**Run 1: wiring by layer**

Only two layers are drawn.
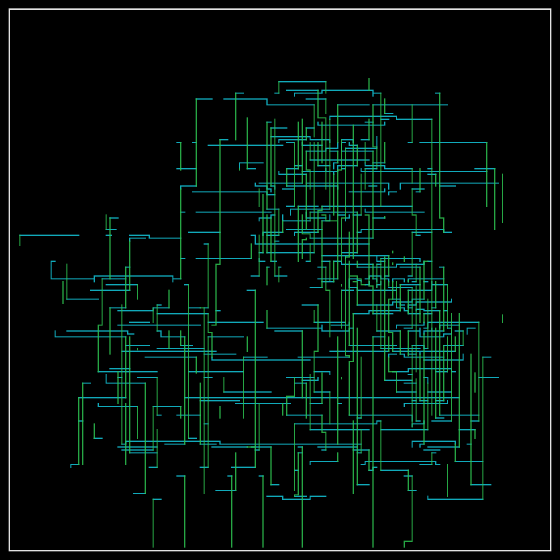
**Run 1: ports around the boundary**

Pins as bars across the die edge, other pins in gray.
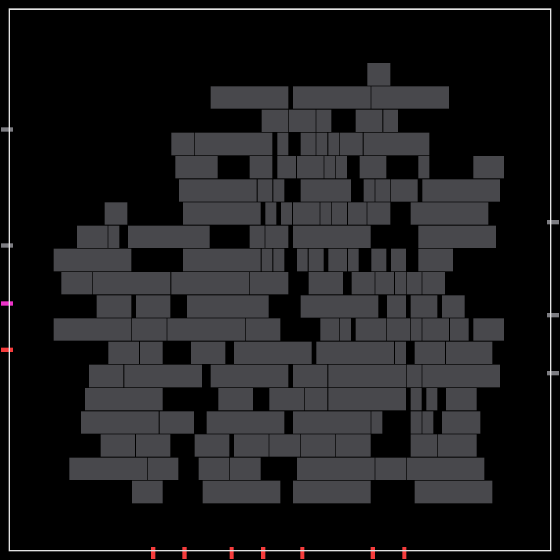
**Run 1: gate families picked out**

Scale bar: 20 µm.
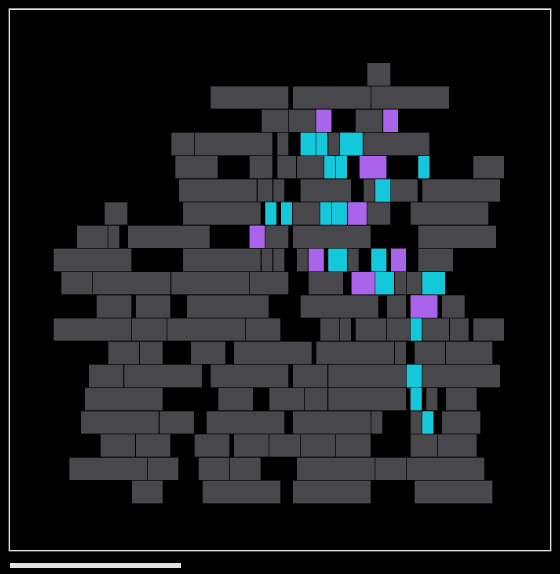
[config.mk]
export PLATFORM = sky130hd
export DESIGN_NAME = uart_rx_core
export DESIGN_NICKNAME = d
export VERILOG_FILES = /design/src/rtl/uart_rx_core.sv
export SDC_FILE = /design/constraint.sdc
export NUM_CORES = 1
export LEC_CHECK = 0
export CAP_MARGIN = 10
export CORE_MARGIN = 5
export CORE_UTILIZATION = 55
export CTS_CLUSTER_SIZE = 28
export DETAILED_ROUTE_END_ITERATION = 8
export PLACE_DENSITY = 0.84
export SYNTH_ARGS = -nofsm -noshare
export SYNTH_HDL_FRONTEND = slang
export SYNTH_SLANG_ARGS = --single-unit
[constraint.sdc]
create_clock -name CLK_I -period 4.25 [get_ports CLK_I]
set_clock_uncertainty 0.1 [all_clocks]
set_input_delay 0.85 -clock CLK_I [delete_from_list [all_inputs] [get_ports CLK_I]]
set_output_delay 0.85 -clock CLK_I [all_outputs]
set_load 0.005 [all_outputs]
[src/rtl/uart_rx_core.sv]
// 8N1 UART receiver: two-flop synchroniser, centre sampling, framing check.
// Ports: CLK_I, RST_I (async high), RX_I -> DATA_O, RX_DONE_O, FRAME_ERR_O, BUSY_O.
module uart_rx_core #(
  parameter int CLK_RATE  = 100*10**6,
  parameter int BAUD_RATE = 115200
) (
  input  logic       CLK_I,
  input  logic       RST_I,
  input  logic       RX_I,
  output logic [7:0] DATA_O,
  output logic       RX_DONE_O,
  output logic       FRAME_ERR_O,
  output logic       BUSY_O
);

  localparam int SAMPLE_INTERVAL = CLK_RATE / BAUD_RATE;
  localparam int HALF_INTERVAL   = SAMPLE_INTERVAL / 2;
  localparam int CW              = $clog2(SAMPLE_INTERVAL);

  localparam logic [CW-1:0] FULL_LOAD = CW'(SAMPLE_INTERVAL - 1);
  localparam logic [CW-1:0] HALF_LOAD = CW'(HALF_INTERVAL - 1);

  if (SAMPLE_INTERVAL < 4) begin : g_rate_chk
    $fatal(1, "uart_rx_core: CLK_RATE/BAUD_RATE must be >= 4");
  end

  typedef enum logic [2:0] {
    ST_IDLE,
    ST_START,
    ST_DATA,
    ST_STOP,
    ST_WAIT_HIGH
  } state_t;

  state_t          state;
  logic            rx_m;
  logic            rx_s;
  logic [CW-1:0]   baud_cnt;
  logic [2:0]      bit_cnt;
  logic [7:0]      shift;
  logic            sample;

  assign sample = (baud_cnt == '0);
  assign BUSY_O = (state != ST_IDLE);

  always_ff @(posedge CLK_I or posedge RST_I) begin
    if (RST_I) begin
      rx_m        <= 1'b1;
      rx_s        <= 1'b1;
      state       <= ST_IDLE;
      baud_cnt    <= '0;
      bit_cnt     <= '0;
      shift       <= '0;
      DATA_O      <= '0;
      RX_DONE_O   <= 1'b0;
      FRAME_ERR_O <= 1'b0;
    end else begin
      rx_m        <= RX_I;
      rx_s        <= rx_m;
      RX_DONE_O   <= 1'b0;
      FRAME_ERR_O <= 1'b0;
      baud_cnt    <= sample ? FULL_LOAD : baud_cnt - 1'b1;

      unique case (state)
        ST_IDLE: begin
          if (!rx_s) begin
            baud_cnt <= HALF_LOAD;
            state    <= ST_START;
          end
        end
        ST_START: begin
          if (sample) begin
            if (rx_s) begin
              state <= ST_IDLE;
            end else begin
              bit_cnt <= '0;
              state   <= ST_DATA;
            end
          end
        end
        ST_DATA: begin
          if (sample) begin
            shift   <= {rx_s, shift[7:1]};
            bit_cnt <= bit_cnt + 1'b1;
            if (bit_cnt == 3'd7) state <= ST_STOP;
          end
        end
        ST_STOP: begin
          if (sample) begin
            // Idle from the stop-bit centre so an abutting start bit is caught.
            baud_cnt <= baud_cnt - 1'b1;
            if (rx_s) begin
              DATA_O    <= shift;
              RX_DONE_O <= 1'b1;
              state     <= ST_IDLE;
            end else begin
              FRAME_ERR_O <= 1'b1;
              state       <= ST_WAIT_HIGH;
            end
          end
        end
        ST_WAIT_HIGH: begin
          // A held-low line (break) must not decode as repeated 0x00 frames.
          if (rx_s) state <= ST_IDLE;
        end
        default: state <= ST_IDLE;
      endcase
    end
  end

endmodule

==> summary.txt, run 1 <==
Implementation numbers.

- The placement summary gives the final routability congestion estimate as about 0.85.
- For this design the static power due to leakage is between 0.8 and 0.9 nW.
- Setup repair after global routing left no endpoint under its margin.
- The slowest stage of the critical path belongs to the cell dfrtp_1.
- The number of warnings in the stage logs reads 26.
- The final route contains between 900 and 1,000 vias.
- The multiplexer area fraction after synthesis is between 10% and 20%.
- The average instance area after synthesis reads about 13 µm².
- The first-pass GRT wire length is around 4600 µm.
- The number of nets with antenna violations after routing is 0.
- The die covers between 4000 and 5000 µm².
- The register containing the most flip-flops in the final layout is baud_cnt.
- The number of stages on the worst setup path is 2.
- The switching share of power reads 21.20%.
- The registers reported with the highest flop counts are baud_cnt: 10 flops, DATA_O: 8 flops, shift: 8 flops.
- The highest metal layer carrying signal wires in the routed design is met4.
- The number of flip-flops in the largest register is 10.
- The pre-CTS setup slack is between 2 and 2.5 ns.
- The detailed placement HPWL is 1882 µm.
- The post-route cell area reads between 1500 and 2000 µm².
- The post-synthesis simple-gate area fraction is 15.93%.
- The OpenROAD report gives the critical path a required time of approximately 3.3 ns.
- Counting flops and latches in the post-synthesis netlist gives 36.
- Looking at hold timing, the worst path starts from rx_m.
- The end point of the critical path reads BUSY_O.
- The number of global-route vias before repair is 989.
- The flow ran to the end, and the final reports show no timing, DRC or antenna violations.
- The number of distinct library cells after synthesis is 37.
- The smallest setup slack after layout is between 1.5 and 2 ns.
- The total met3 wirelength after detailed routing is 150 µm.
- The gate count of the mapped netlist is ~130.
- The global routing's busiest layer is met2.
- Counting flops with an async set or reset pin after synthesis yields a share of 100.0%.
- The combinational power reported by the tool is 0.00976 mW.
- The post-layout instance count excluding filler cells reads around 170.
- The adder-cell share of the synthesized area reads 2.402%.
- The share of the core filled by cells before placement reads approximately 57%.
- Among all stages on the critical path, the maximum delay recorded is about 0.48 ns.
- The top power group reads sequential cells.
- The inverter tally of the final layout excluding the clock network is 3.
- The endpoint identified for the worst register-to-register timing path is DATA_O[3].
- The report lists the number of standard-cell rows as 19.
- The CTS tree reads yes.
- The fmax reads roughly 390 MHz.
- The clock-pin slew of the registers on the worst-case setup and hold paths reads approximately 0.11 ns.
- The final layout contains a sequential cell count of 36.
- The number of tap instances reads 31.
- The total placed instance area reads 1709 µm².
- The most frequent logic cell in the layout reads dfrtp_1.
- The depth of the most critical reg-to-reg path is 6.
- The internal power summed over all cells is between 0.4 and 0.5 mW.
- The number of resized instances in the post-cts repair step is 0.
- Counting flops with a built-in enable in the synthesized netlist gives 0.
- The most used flip-flop cell is dfrtp_1.
- The first routing iteration left around 84 violations.
- Measured on the finished design, the core utilization comes to between 60% and 70%.
- The first-pass iteration count of the detailed router reads 4.
- The number of buffers added by the clock tree synthesis step is 5.
- The dominant kind of cell by area reads flip-flops and latches.
- As logged by OpenROAD, the buffers inserted on ports number 13.
- The worst slew margin relative to its limit reads a little under three fifths.
- The routed length on met2 is 1295 µm.
- The number of cells on the worst hold path is 0.
- The kind of end point of the critical path reads an output port.
- For this design the total switching power over the nets is 0.1151 mW.
-- 'wiring by layer' (at the start) --
Key: met2 = green [wire length 1,300 µm]; met1 = cyan [wire length 1,070 µm]

-- 'ports around the boundary' (at the start) --
Key: DATA_O = red [pins 8, direction output, edge 7 bottom, 1 left]; RX_I = magenta [pins 1, direction input, edge left]

-- 'gate families picked out' (at the start) --
Key: NAND gates = cyan [cells 19]; inverting AOI/OAI gates = purple [cells 9]

**Run 1: sequential cells grouped by signal name**

Scale bar: 20 µm. Other sequential cells in the stronger gray, the rest of the logic in the fainter gray.
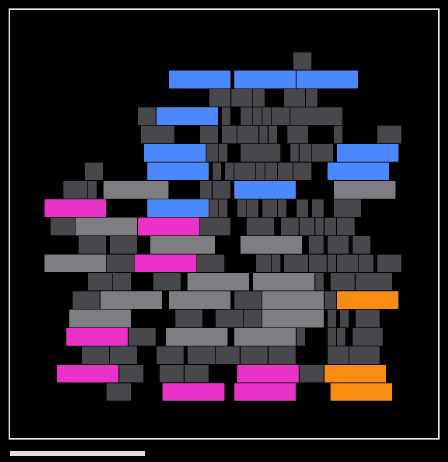

--- run 2 (diff from run 1) ---
--- a/config.mk
+++ b/config.mk
@@ -7,10 +7,10 @@
 export LEC_CHECK = 0
 export CAP_MARGIN = 10
 export CORE_MARGIN = 5
-export CORE_UTILIZATION = 55
+export CORE_UTILIZATION = 50
 export CTS_CLUSTER_SIZE = 28
 export DETAILED_ROUTE_END_ITERATION = 8
-export PLACE_DENSITY = 0.84
+export PLACE_DENSITY = 0.81
 export SYNTH_ARGS = -nofsm -noshare
 export SYNTH_HDL_FRONTEND = slang
 export SYNTH_SLANG_ARGS = --single-unit
==> constraint.sdc (replaced) <==
create_clock -name CLK_I -period 2.3 [get_ports CLK_I]
set_clock_uncertainty 0.1 [all_clocks]
set_input_delay 0.46 -clock CLK_I [delete_from_list [all_inputs] [get_ports CLK_I]]
set_output_delay 0.46 -clock CLK_I [all_outputs]
set_load 0.005 [all_outputs]
**Run 2: sequential cells grouped by signal name**

Scale bar: 20 µm. Other sequential cells in the stronger gray, the rest of the logic in the fainter gray.
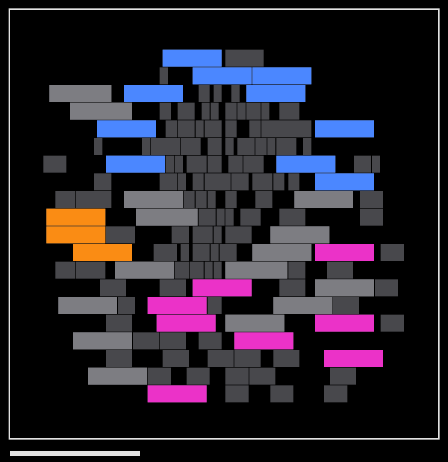
Key: DATA_O = magenta [placed flops 8]; baud_cnt = blue [placed flops 10]; bit_cnt = orange [placed flops 3]
Another 15 sequential cells are not colored.

**Run 2: wiring by layer**

Only two layers are drawn.
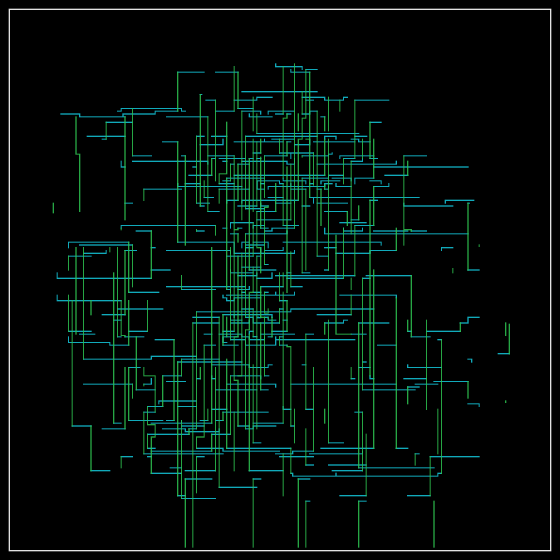
Key: met1 = cyan [wire length 1,110 µm]; met2 = green [wire length 1,370 µm]

==> run 2 against run 1 <==
Clock-buffer cell count down 1. Critical path depth unchanged. First-iteration DRC count down 69%. Non-clock buffer count grew 3. Sequential power is 85% higher. Wire length is 3.2% higher. Design area grew 1.4%. Cell count rose by 8.7%. Sequential share of layout area is 0.57 points lower. Die area rose by 8.4%. Highest routed layer unchanged.
==> summary.txt, run 2 <==
Implementation numbers.

- The run finished with clean final reports.
- The depth of the most critical reg-to-reg path reads 6.
- The CTS tree is yes.
- STA classifies the critical path endpoint as an output port.
- The post-synthesis simple-gate area fraction is 15.93%.
- The power density normalized to cell area is between 500 and 600 nW/µm².
- At the end of the flow, the number of nets in the layout was 150.
- The number of port buffers reads 13.
- In this run the core area contains 20 standard-cell rows.
- The highest clock rate this design can be run at is between 400 and 500 MHz.
- The most used flip-flop cell reads dfrtp_1.
- The number of synthesized register bits reads 36.
- The dominant power group in this design is sequential cells.
- The wire-length estimate of the detail-placed layout is 1932 µm.
- The fraction of final layout cells sized beyond drive strength 1 reads approximately 14%.
- The switching share of power is 20.78%.
- The post-synth tally of flip-flops with integrated enable is 0.
- The number of global-route vias before repair came to between 1,000 and 1,500.
- The final power report lists total power as 0.9505 mW.
- The static power due to leakage is 0.8685 nW.
- The overall global routing resource usage reads about 15%.
- At the placement stage, the worst setup path has a slack of about 0.18 ns.
- The register containing the most flip-flops in the final layout reads baud_cnt.
- The gate-level netlist out of Yosys references 37 unique cell types.
- The maximum clock insertion buffer count reads 2.
- The number of nets with antenna violations after routing is 0.
- The power in combinational cells is around 0.018 mW.
- The number of flip-flops in the largest register is 10.
- The final estimated routing congestion in global placement is roughly 0.88.
- The full die area reads 4343 µm².
- The longest individual stage delay on the worst path reads slightly below 0.5 ns.
- The start point of the worst min-delay path reads rx_m.
- The core utilization of the finished layout reads 59.34%.
- The worst endpoint required time is between 1.5 and 2 ns.
- The gate count of the mapped netlist reads 125.
- The first-pass iteration count of the detailed router is 4.
- The layout sequential cell count is 36.
- The shortest period the worst path allows is between 2 and 2.5 ns.
- The worst slew margin relative to its limit reads a little under half.
- The synthesized netlist devotes roughly 2.4% of its cell area to adder and majority cells.
- The share of flip-flops with an asynchronous set or reset is 100.0%.
- Cell internal power was estimated by the tool at 0.7530 mW.
- The reg-to-reg critical path endpoint is DATA_O[4].
- Across the placement rows, the number of tap cells is approximately 44.
- In this run the worst hold path is classified as register to register.
- Per report_power, the Clock row totals around 0.30 mW.
- Setup repair after global routing left no endpoint under its margin.
- The most numerous cell in the Yosys netlist is dfrtp_1.
- The inverter tally of the final layout excluding the clock network reads 3.
- OpenSTA lists the critical path endpoint as BUSY_O.
- Per the detailed placement report, the placed cell area equals approximately 1700 µm².
- The first-pass GRT wire length reads 4733 µm.
- The share of the core filled by cells before placement is between 50% and 60%.
- The dominant kind of cell by area reads flip-flops and latches.
- The fraction of final cell area spent on clock buffers and inverters in this run is under 10%.
- The number of warnings in the stage logs is 26.
- The register-to-register setup slack reads between 0.15 and 0.2 ns.
- The largest registers in the layout are baud_cnt: 10 flops, DATA_O: 8 flops, shift: 8 flops.
- The highest signal layer in the routed design reads met4.
- The number of stages on the worst setup path reads 2.
- The largest combinational cell category by area reads simple AND/OR/NAND/NOR gates.
- Summing all multiplexer cells gives an area fraction of a little over an eighth.
- The number of setup violations in the final report is 0.
- The starting DRC count in detailed routing reads 26.
- The detailed router reported a total wirelength of between 2000 and 3000 µm.
- The net switching power of the design reads slightly below 0.2 mW.
- The clock-pin slew of the registers on the worst-case setup and hold paths is around 0.09 ns.
- The number of cells on the worst hold path is 0.
- The share of total power dissipated in the clock network is a little under a third.
- The smallest setup slack after layout reads around 0.098 ns.
- The final number of hold-violating endpoints is 0.
- The overall die width reads between 60 and 70 µm.
- The global routing's busiest layer is met2.
- The total met3 wirelength after detailed routing is ~120 µm.
- The most frequent logic cell in the layout reads dfrtp_1.
- In this run the number of H-tree levels came out at 2.
- The slowest stage of the critical path belongs to the cell dfrtp_2.
- The share of total power in combinational logic reads under 10%.
- The number of buffers added by the clock tree synthesis step reads 5.
- The via count reads a little under 1,000.
- The critical path maximum fanout is 10.
- The number of resized instances in the post-cts repair step is 0.
- The post-route cell area reads around 1800 µm².
- The routed length on met2 is between 1000 and 1500 µm.
- The post-layout instance count excluding filler cells is about 190.
- The antenna cell count is 0.
- Once the clock tree was built, the setup fixing pass inserted 0 buffers.
- The average instance area after synthesis reads ~13 µm².
**Run 2: ports around the boundary**

Pins as bars across the die edge, other pins in gray.
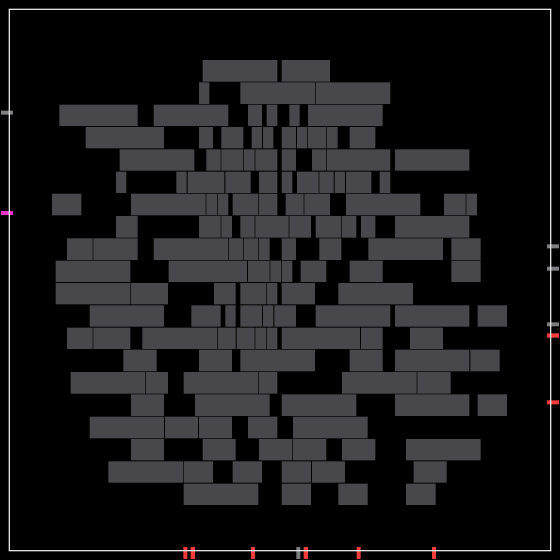
Key: DATA_O = red [pins 8, direction output, edge 6 bottom, 2 right]; RX_I = magenta [pins 1, direction input, edge left]
All pins by edge: 7 bottom, 5 right, 2 left.

**Run 2: gate families picked out**

Scale bar: 20 µm.
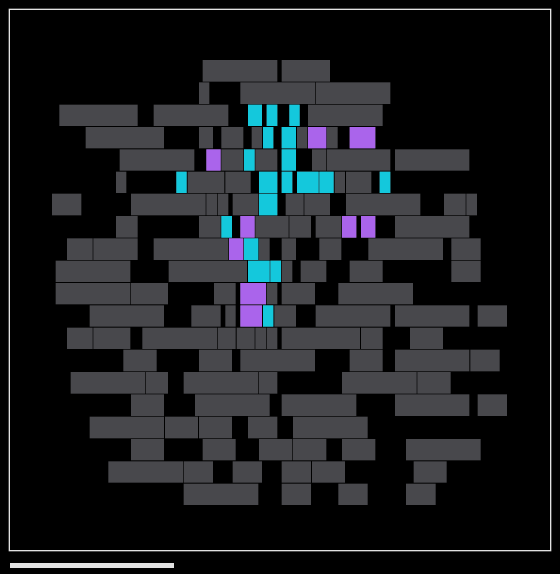

--- run 3 (diff from run 2) ---
--- a/config.mk
+++ b/config.mk
@@ -8,7 +8,8 @@
 export CAP_MARGIN = 10
 export CORE_MARGIN = 5
 export CORE_UTILIZATION = 50
-export CTS_CLUSTER_SIZE = 28
+export CTS_CLUSTER_DIAMETER = 60
+export CTS_CLUSTER_SIZE = 14
 export DETAILED_ROUTE_END_ITERATION = 8
 export PLACE_DENSITY = 0.81
 export SYNTH_ARGS = -nofsm -noshare
==> constraint.sdc (replaced) <==
create_clock -name CLK_I -period 1.9 [get_ports CLK_I]
set_clock_uncertainty 0.1 [all_clocks]
set_input_delay 0.38 -clock CLK_I [delete_from_list [all_inputs] [get_ports CLK_I]]
set_output_delay 0.38 -clock CLK_I [all_outputs]
set_load 0.005 [all_outputs]
**Run 3: gate families picked out**

Scale bar: 20 µm.
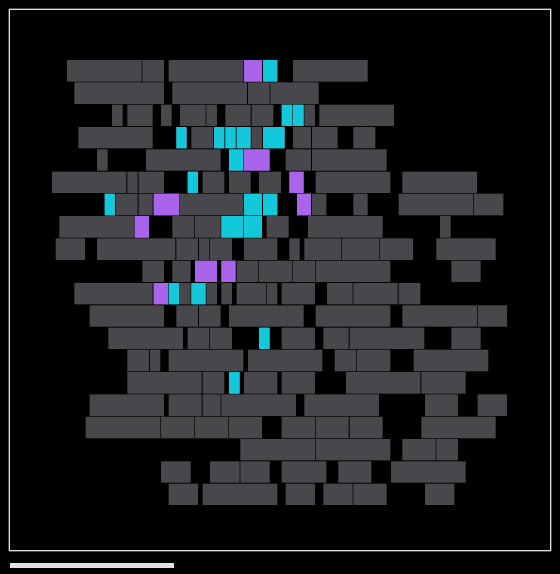
Key: inverting AOI/OAI gates = purple [cells 9]; NAND gates = cyan [cells 19]

**Run 3: wiring by layer**

Only two layers are drawn.
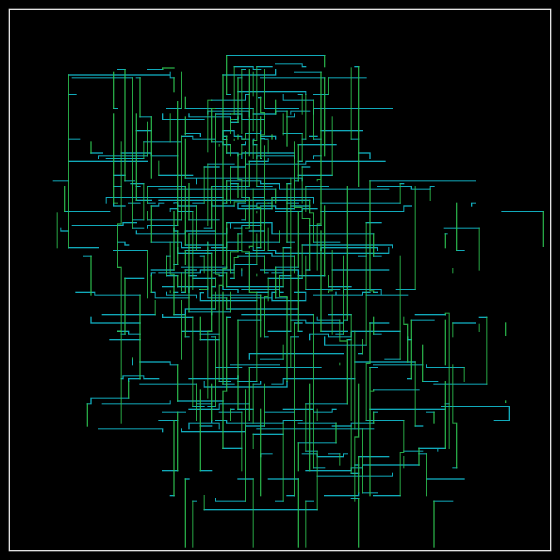
Key: met2 = green [wire length 1,470 µm]; met1 = cyan [wire length 1,330 µm]

**Run 3: sequential cells grouped by signal name**

Scale bar: 20 µm. Other sequential cells in the stronger gray, the rest of the logic in the fainter gray.
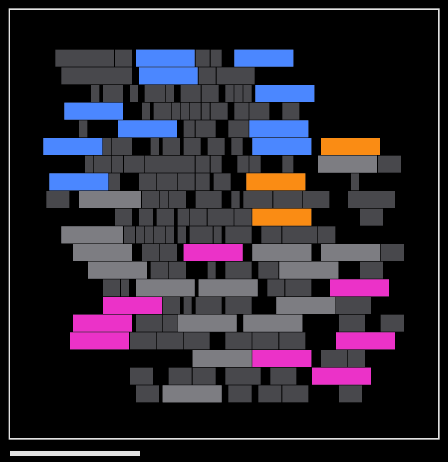
Key: DATA_O = magenta [placed flops 8]; baud_cnt = blue [placed flops 10]; bit_cnt = orange [placed flops 3]
Another 15 sequential cells are not colored.

==> run 3 against run 2 <==
Clock power rose by 78%. Setup slack got worse by 0.041 ns. Worst hold slack improved by 0.0048 ns. Combinational power rose by 41%. Clock-buffer cell count did not move. Flip-flop count did not move. Die area did not move. Critical path type is now register to register.
==> summary.txt, run 3 <==
Implementation numbers.

- The worst endpoint required time reads about 2.0 ns.
- The CTS tree is yes.
- The share of total power in combinational logic reads 1.9%.
- The number of warnings in the stage logs reads 26.
- The number of nets with antenna violations after routing is 0.
- The static power due to leakage reads between 0.9 and 1 nW.
- The total placed instance area reads 1851 µm².
- The average instance area after synthesis reads about 13 µm².
- The number of synthesized register bits is 36.
- The arrival time at the worst endpoint reads ~2.0 ns.
- The maximum clock insertion buffer count reads 2.
- The top cell type in the final layout, fill and taps aside, is dfrtp_1.
- Grouping non-sequential cells by family puts the most area in simple AND/OR/NAND/NOR gates.
- Global routing used 26.16% of the available met2 tracks.
- The core utilization of the finished layout reads approximately two thirds.
- The post-synth tally of flip-flops with integrated enable reads 0.
- The final number of hold-violating endpoints reads 0.
- The fraction of area in clock buffers and inverters reads roughly 3.8%.
- The multiplexer area fraction after synthesis is about an eighth.
- Total global-route track usage over all layers is roughly 16%.
- The number of global-route vias before repair is 1,130.
- Max fanout on the critical path was recorded as 4.
- The number of resized instances in the post-cts repair step reads 5.
- The violation tally recorded at the end of detailed-routing iteration 0 is approximately 50.
- The power density normalized to cell area is between 600 and 700 nW/µm².
- The total power consumption of the routed design is about 1.3 mW.
- The gate count of the mapped netlist is 125.
- The worst min-delay path category is primary input to async pin.
- The kind of end point of the critical path reads a register.
- In this design, the stage delay of the slowest critical-path cell is between 0.3 and 0.4 ns.
- The highest signal layer in the routed design is met4.
- The reg-to-reg critical path endpoint is DATA_O[5].
- The shortest period the worst path allows reads ~1.8 ns.
- The met3 track utilization from global routing is about 6.3%.
- The flow reports power dissipated in combinational cells as ~0.025 mW.
- The master of the slowest instance on the critical path is dfrtp_1.
- Global route summary, busiest routing layer listed as met2.
- The level count of the clock H-tree reads 2.
- Looking at the worst setup and hold paths, the clock pins of their registers show a slew of between 0.1 and 0.15 ns.
- The overall die width is approximately 66 µm.
- The inverter tally of the final layout excluding the clock network is 3.
- The final estimated routing congestion in global placement is about 0.87.
- Buffers placed on the I/O ports in this run total 13.
- The register-to-register setup slack is ~0.057 ns.
- The transition time recorded at the tightest slew-check pin is 0.3115 ns.
- The run finished with clean final reports.
- The first-pass iteration count of the detailed router reads 4.
- The end point of the critical path is DATA_O[5].
- The cell sitting at the root of the clock tree is a clkbuf_4.
- The post-route netlist has about a quarter of its cells at a drive strength greater than 1.
- In the post-synthesis netlist, the biggest area contributors are dfrtp_1 (54%), mux2_1 (12%), dfstp_2 (3.4%), nor2_1 (2.6%), ha_1 (2.4%).
- The number of cell rows is 20.
- Across all checked pins, the minimum headroom to the slew limit is around 79%.
- The internal power summed over all cells is 1.054 mW.
- The number of buffers added by the clock tree synthesis step is 5.
- The register containing the most flip-flops in the final layout is baud_cnt.
- The first-pass GRT wire length reads between 5000 and 6000 µm.
- The power report puts the net switching power at 0.2677 mW.
- The final layout contains 167 nets.
- The largest net degree at the start of global routing reads 37.
- Per the synth stats, the proportion of register bits with asynchronous set or reset is 100.0%.
- The full die area reads 4343 µm².
- The largest registers in the layout are baud_cnt: 10 flops, DATA_O: 8 flops, shift: 8 flops.
- The number of flip-flops in the largest register is 10.
- The post-layout instance count excluding filler cells reads ~200.
- The average vias per placed instance reads approximately 5.3.
- The count of synthesis-stage warnings from yosys is 0.
- The number of tap instances is approximately 44.
- The routed length on met2 is ~1500 µm.
- Setup slack closes at between 0.05 and 0.06 ns.
- The pre-CTS setup slack is -0.03968 ns.
- The total setup buffers inserted after CTS reads 1.
- The most numerous cell in the Yosys netlist is dfrtp_1.
- The post-synthesis simple-gate area fraction reads 15.93%.
- The number of stages on the worst setup path reads 7.
- The relative contribution of the clock network to total power is between 30% and 40%.
- The power of the clock network reads ~0.52 mW.
- In the power breakdown, the biggest contributor is sequential cells.
- In this build the clock could be raised as far as about 540 MHz.
- The synthesized netlist devotes ~2.4% of its cell area to adder and majority cells.
- The depth of the most critical reg-to-reg path reads 7.
- After routing the design area is about 2000 µm².
- The end-of-flow timing check tallies setup violations at 0.
- Switching power as a fraction of the total was reported as 20.25%.
- The dominant kind of cell by area is flip-flops and latches.
- The antenna cell count reads 0.
- The via count is ~1,100.
Power is estimated from default activity; no workload was simulated.
